`config.mk`:
```
export PLATFORM = sky130hd
export DESIGN_NAME = ram_pin_arbiter
export DESIGN_NICKNAME = d
export VERILOG_FILES = /design/src/rtl/ram_pin_arbiter_pkg.sv /design/src/rtl/ram_pin_arbiter_rr.sv /design/src/rtl/ram_pin_arbiter.sv
export SDC_FILE = /design/constraint.sdc
export NUM_CORES = 1
export LEC_CHECK = 0
export CAP_MARGIN = 20
export CORE_ASPECT_RATIO = 0.7
export CORE_UTILIZATION = 40
export DETAILED_ROUTE_END_ITERATION = 8
export PLACE_DENSITY = 0.73
export SETUP_SLACK_MARGIN = 0.02
export SLEW_MARGIN = 25
export SYNTH_ARGS = -nofsm -noshare
export SYNTH_HDL_FRONTEND = slang
export SYNTH_SLANG_ARGS = --single-unit
export TNS_END_PERCENT = 5
```
`constraint.sdc`:
```
create_clock -name clk -period 11.8 [get_ports clk]
set_input_delay 1.77 -clock clk [delete_from_list [all_inputs] [get_ports clk]]
set_output_delay 1.77 -clock clk [all_outputs]
set_load 0.05 [all_outputs]
```
`src/rtl/ram_pin_arbiter_pkg.sv`:
```
// Shared state encoding and frame constants for ram_pin_arbiter.
// Consumed by ram_pin_arbiter and rr_arbiter through a wildcard import.
package ram_pin_arbiter_pkg;

    typedef enum logic [2:0] {
        IDLE,
        START,
        ADDR,
        WAIT,
        DATA,
        RESP
    } state_t;

    localparam int DEF_RAM_PINS  = 4;
    localparam int DEF_ADDR_BITS = 16;
    localparam int DEF_DATA_BITS = 16;

    // First nibble of every frame; the RAM uses it to find the frame boundary.
    localparam int START_NIBBLE = 1;

    // Wide enough for any address/data/latency nibble count we support.
    localparam int CNT_W = 8;

    function automatic int nibbles(input int bits, input int pins);
        return bits / pins;
    endfunction

    localparam int ADDR_NIBBLES = nibbles(DEF_ADDR_BITS, DEF_RAM_PINS);
    localparam int DATA_NIBBLES = nibbles(DEF_DATA_BITS, DEF_RAM_PINS);

endpackage

```
`src/rtl/ram_pin_arbiter_rr.sv`:
```
// rr_arbiter: combinational one-hot grant picked from the valid vector and a search pointer.
// With RAM_PIN_ARBITER_FIXED_PRIO_EN defined the pointer is ignored and the lowest index wins.
module rr_arbiter
    import ram_pin_arbiter_pkg::*;
#(
    parameter int NUM_REQ = 3,
    parameter int IDX_W   = 2
) (
    input  logic [NUM_REQ-1:0] i_valid,
    input  logic [IDX_W-1:0]   i_ptr,
    output logic [NUM_REQ-1:0] o_grant,
    output logic [IDX_W-1:0]   o_idx,
    output logic               o_any
);

    int w_best_dist;
    int w_dist;

`ifdef RAM_PIN_ARBITER_FIXED_PRIO_EN
    logic w_unused_ptr;
    assign w_unused_ptr = ^i_ptr;
`endif

    // The winner is the valid requester nearest to the pointer, walking upward with wrap.
    always_comb begin
        o_idx       = '0;
        w_best_dist = NUM_REQ;
        w_dist      = 0;
        for (int i = 0; i < NUM_REQ; i++) begin
`ifdef RAM_PIN_ARBITER_FIXED_PRIO_EN
            w_dist = i;
`else
            w_dist = (i + NUM_REQ - int'(i_ptr)) % NUM_REQ;
`endif
            if (i_valid[i] && (w_dist < w_best_dist)) begin
                w_best_dist = w_dist;
                o_idx       = IDX_W'(i);
            end
        end
        o_any = (w_best_dist < NUM_REQ);
    end

    always_comb begin
        o_grant = '0;
        for (int i = 0; i < NUM_REQ; i++) begin
            o_grant[i] = o_any && (o_idx == IDX_W'(i));
        end
    end

endmodule

```
`src/rtl/ram_pin_arbiter.sv`:
```
// ram_pin_arbiter: shares the nibble-serial RAM pins between PPU read requesters.
// Optional macro RAM_PIN_ARBITER_FIXED_PRIO_EN selects fixed lowest-index priority.
module ram_pin_arbiter
    import ram_pin_arbiter_pkg::*;
#(
    parameter int NUM_REQ      = 3,
    parameter int RAM_PINS     = DEF_RAM_PINS,
    parameter int ADDR_BITS    = DEF_ADDR_BITS,
    parameter int DATA_BITS    = DEF_DATA_BITS,
    parameter int READ_LATENCY = 2
) (
    input  logic                         clk,
    input  logic                         rst_n,
    input  logic [NUM_REQ-1:0]           req_valid,
    input  logic [NUM_REQ*ADDR_BITS-1:0] req_addr,
    output logic [NUM_REQ-1:0]           req_ready,
    output logic [NUM_REQ-1:0]           rsp_valid,
    output logic [DATA_BITS-1:0]         rsp_data,
    output logic [RAM_PINS-1:0]          addr_pins,
    input  logic [RAM_PINS-1:0]          data_pins,
    output logic                         busy
);

    localparam int IDX_W = (NUM_REQ > 1) ? $clog2(NUM_REQ) : 1;
    localparam int ANIB  = nibbles(ADDR_BITS, RAM_PINS);
    localparam int DNIB  = nibbles(DATA_BITS, RAM_PINS);

    state_t                 r_state;
    logic [CNT_W-1:0]       r_cnt;
    logic [ADDR_BITS-1:0]   r_addr;
    logic [DATA_BITS-1:0]   r_data;
    logic [IDX_W-1:0]       r_idx;
    logic [IDX_W-1:0]       r_ptr;
    logic [RAM_PINS-1:0]    r_pins;

    state_t                 w_state_next;
    logic [CNT_W-1:0]       w_cnt_next;
    logic [ADDR_BITS-1:0]   w_addr_next;
    logic [DATA_BITS-1:0]   w_data_next;
    logic [IDX_W-1:0]       w_idx_next;
    logic [IDX_W-1:0]       w_ptr_next;
    logic [RAM_PINS-1:0]    w_pins_next;

    logic [NUM_REQ-1:0]     w_grant;
    logic [IDX_W-1:0]       w_grant_idx;
    logic                   w_grant_any;
    logic                   w_handshake;
    logic [ADDR_BITS-1:0]   w_sel_addr;

    rr_arbiter #(
        .NUM_REQ (NUM_REQ),
        .IDX_W   (IDX_W)
    ) u_arb (
        .i_valid (req_valid),
        .i_ptr   (r_ptr),
        .o_grant (w_grant),
        .o_idx   (w_grant_idx),
        .o_any   (w_grant_any)
    );

    // Grants only exist in IDLE; reset also forces them low since IDLE is the reset state.
    assign req_ready   = (rst_n && (r_state == IDLE)) ? w_grant : '0;
    assign w_handshake = (r_state == IDLE) && w_grant_any;
    assign busy        = (r_state != IDLE);
    assign addr_pins   = r_pins;
    assign rsp_data    = r_data;

    always_comb begin
        rsp_valid = '0;
        for (int i = 0; i < NUM_REQ; i++) begin
            rsp_valid[i] = (r_state == RESP) && (r_idx == IDX_W'(i));
        end
    end

    always_comb begin
        w_sel_addr = '0;
        for (int i = 0; i < NUM_REQ; i++) begin
            if (w_grant[i]) begin
                w_sel_addr = req_addr[i*ADDR_BITS +: ADDR_BITS];
            end
        end
    end

    // Frame sequencer: the pin value is computed one cycle ahead so addr_pins comes straight from a flop.
    always_comb begin
        w_state_next = r_state;
        w_cnt_next   = r_cnt;
        w_addr_next  = r_addr;
        w_data_next  = r_data;
        w_idx_next   = r_idx;
        w_ptr_next   = r_ptr;
        w_pins_next  = '0;
        case (r_state)
            IDLE: begin
                if (w_handshake) begin
                    w_state_next = START;
                    w_addr_next  = w_sel_addr;
                    w_idx_next   = w_grant_idx;
                    w_pins_next  = RAM_PINS'(START_NIBBLE);
`ifdef RAM_PIN_ARBITER_FIXED_PRIO_EN
                    w_ptr_next   = '0;
`else
                    w_ptr_next   = (w_grant_idx == IDX_W'(NUM_REQ - 1)) ? '0
                                                                        : w_grant_idx + IDX_W'(1);
`endif
                end
            end
            START: begin
                w_state_next = ADDR;
                w_cnt_next   = '0;
                w_pins_next  = r_addr[RAM_PINS-1:0];
                w_addr_next  = r_addr >> RAM_PINS;
            end
            ADDR: begin
                if (r_cnt == CNT_W'(ANIB - 1)) begin
                    w_state_next = WAIT;
                    w_cnt_next   = '0;
                end else begin
                    w_cnt_next   = r_cnt + CNT_W'(1);
                    w_pins_next  = r_addr[RAM_PINS-1:0];
                    w_addr_next  = r_addr >> RAM_PINS;
                end
            end
            WAIT: begin
                if (r_cnt == CNT_W'(READ_LATENCY - 1)) begin
                    w_state_next = DATA;
                    w_cnt_next   = '0;
                end else begin
                    w_cnt_next   = r_cnt + CNT_W'(1);
                end
            end
            DATA: begin
                // Nibbles enter at the top so the first one ends up least significant.
                w_data_next                         = r_data >> RAM_PINS;
                w_data_next[DATA_BITS-1 -: RAM_PINS] = data_pins;
                if (r_cnt == CNT_W'(DNIB - 1)) begin
                    w_state_next = RESP;
                    w_cnt_next   = '0;
                end else begin
                    w_cnt_next   = r_cnt + CNT_W'(1);
                end
            end
            RESP: begin
                w_state_next = IDLE;
            end
            default: begin
                w_state_next = IDLE;
            end
        endcase
    end

    always_ff @(posedge clk or negedge rst_n) begin
        if (!rst_n) begin
            r_state <= IDLE;
            r_cnt   <= '0;
            r_addr  <= '0;
            r_data  <= '0;
            r_idx   <= '0;
            r_ptr   <= '0;
            r_pins  <= '0;
        end else begin
            r_state <= w_state_next;
            r_cnt   <= w_cnt_next;
            r_addr  <= w_addr_next;
            r_data  <= w_data_next;
            r_idx   <= w_idx_next;
            r_ptr   <= w_ptr_next;
            r_pins  <= w_pins_next;
        end
    end

endmodule

```
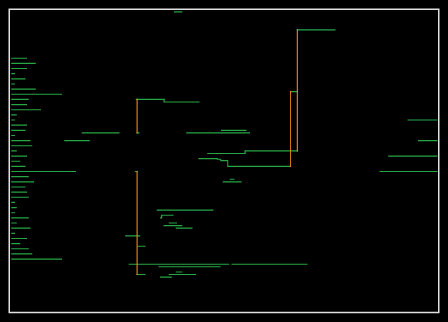
*Signal wires by layer*
Only two layers are drawn.
Key: orange = metal 4 [wire length 87.7 um]; green = metal 3 [wire length 442 um]
vias after detailed routing: 2848
Avg WL per Cell: 15.57 um

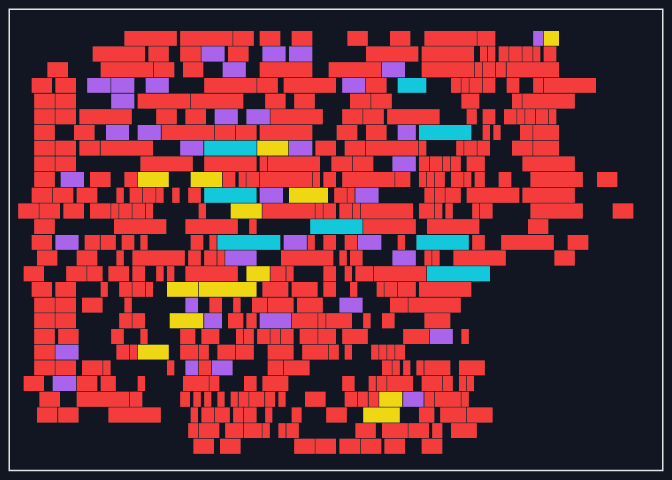
*Cell sizes after repair*
Key: yellow = _3 and _4 cells [cells 13, share 3.0%]; cyan = _6 and larger [cells 8, share 1.9%]; red = _0 and _1 cells [cells 370, share 86%]; purple = _2 cells [cells 37, share 8.6%]
cell area after layout: 4503 um^2
Area growth, synth to finish: 30.49%
Plain + repair buffers: 84

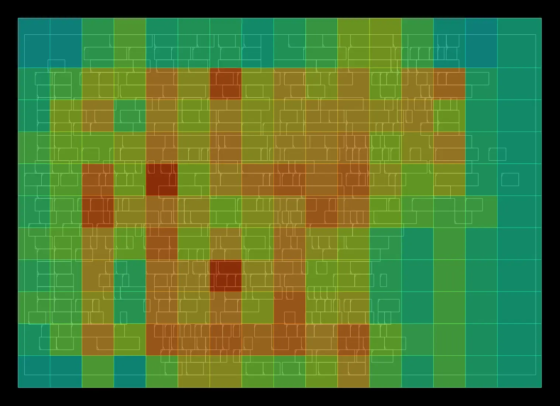
*Track usage over the die*
met1 capacity usage during global routing: 27.32%
post-layout util: 55.54%
total routing usage reported by global routing: 18.80%
routing usage on met3: 3.493%
met2 routing resource usage after global routing: 29.20%

==> out/highlights.md <==
* **final clock skew** 0.006994 ns
* **count of cell types in the netlist** 57
* **minimum setup slack in the final design** 2.916 ns
* **worst hold slack across all endpoints** 0.4956 ns
* **area taken by flip-flops and latches** 1251 um^2
* **total placed cells including tap cells** 521
* **max-slew violation count** 0
* **synthesized area divided by synthesized cell count** 9.776 um^2
* **Worst Path Arrival** 7.11 ns
* **grt ovf** 0
* **largest net degree at the start of global routing** 53
* **Worst-Skew Late Latency** 0.29 ns
* **status** completed
* **Largest stage delay, worst path** 0.80 ns
* **number of cell instances after yosys synthesis** 353
* **die x size** 113.0 um
* **HPWL Detailed** 6209 um
* **setup TNS after final layout** 0 ns
* **actual transition at the worst max-transition pin** 0.9526 ns
* **clock slew seen by the registers of the worst setup and hold paths** 0.06 ns
* **share of the clock period used by the worst path after layout** 75.29%
* **setup repair bufs after CTS** 0
* **Routed Antenna Nets** 0
* **final estimated routing congestion in global placement** 0.9293
* **pre-placement core utilization** 42.56%
* **flops out of synthesis** 50
* **number of buffers on the longest clock path** 2
* **Worst Setup End Kind** output port
* **Final Setup Violations** 0
[path summary, 6_finish.rpt]
path,from,endpoint,cells past startpoint
max reg2reg,r_idx[0],r_addr[3],21
max,req_valid[0],req_ready[2],18
min in group asynchronous,rst_n,r_cnt[7],2
min reg2reg,r_addr[0],addr_pins[0],2
max in group asynchronous,rst_n,addr_pins[1],2
min,r_addr[0],addr_pins[0],2
[metal layers]
metal	wire (um)	GRT usage, %
met1	4054	27.32
met2	3652	29.20
met3	441	3.493
met4	87	3.553
met5	0	0
[worst max-delay path, delay by kind of cell]
family          cells  cell delay (ns)
fa+ha+maj           2             0.66
simple gates        6             1.57
compound gates      7             1.68
buf+inv             3             1.42
[final cells by class]
type                            instances  area share (%)
Timing Repair Buffer                   84           18.51
Sequential cell                        50           27.79
Multi-Input combinational cell        266           44.82
Clock inverter                          2           1.334
Clock buffer                            6           3.084
Tap cell                              101           2.806
Inverter                               20           1.667
[flip-flops by register name, summed over array words and instances, names as in the netlist]
signal / flops
r_idx: 2
rsp_data: 16
r_cnt: 8
r_addr: 16
addr_pins: 4
r_state: 3
r_ptr: 1
[cells by family after synthesis]
kind of cell / share of synthesized area, %
AND-OR/OR-AND: 16.21
XOR/XNOR: 0.5077
adder cells (fa/ha/maj): 8.702
buffers and inverters: 5.258
flip-flops: 36.26
multiplexers: 15.81
AND/OR/NAND/NOR: 17.26
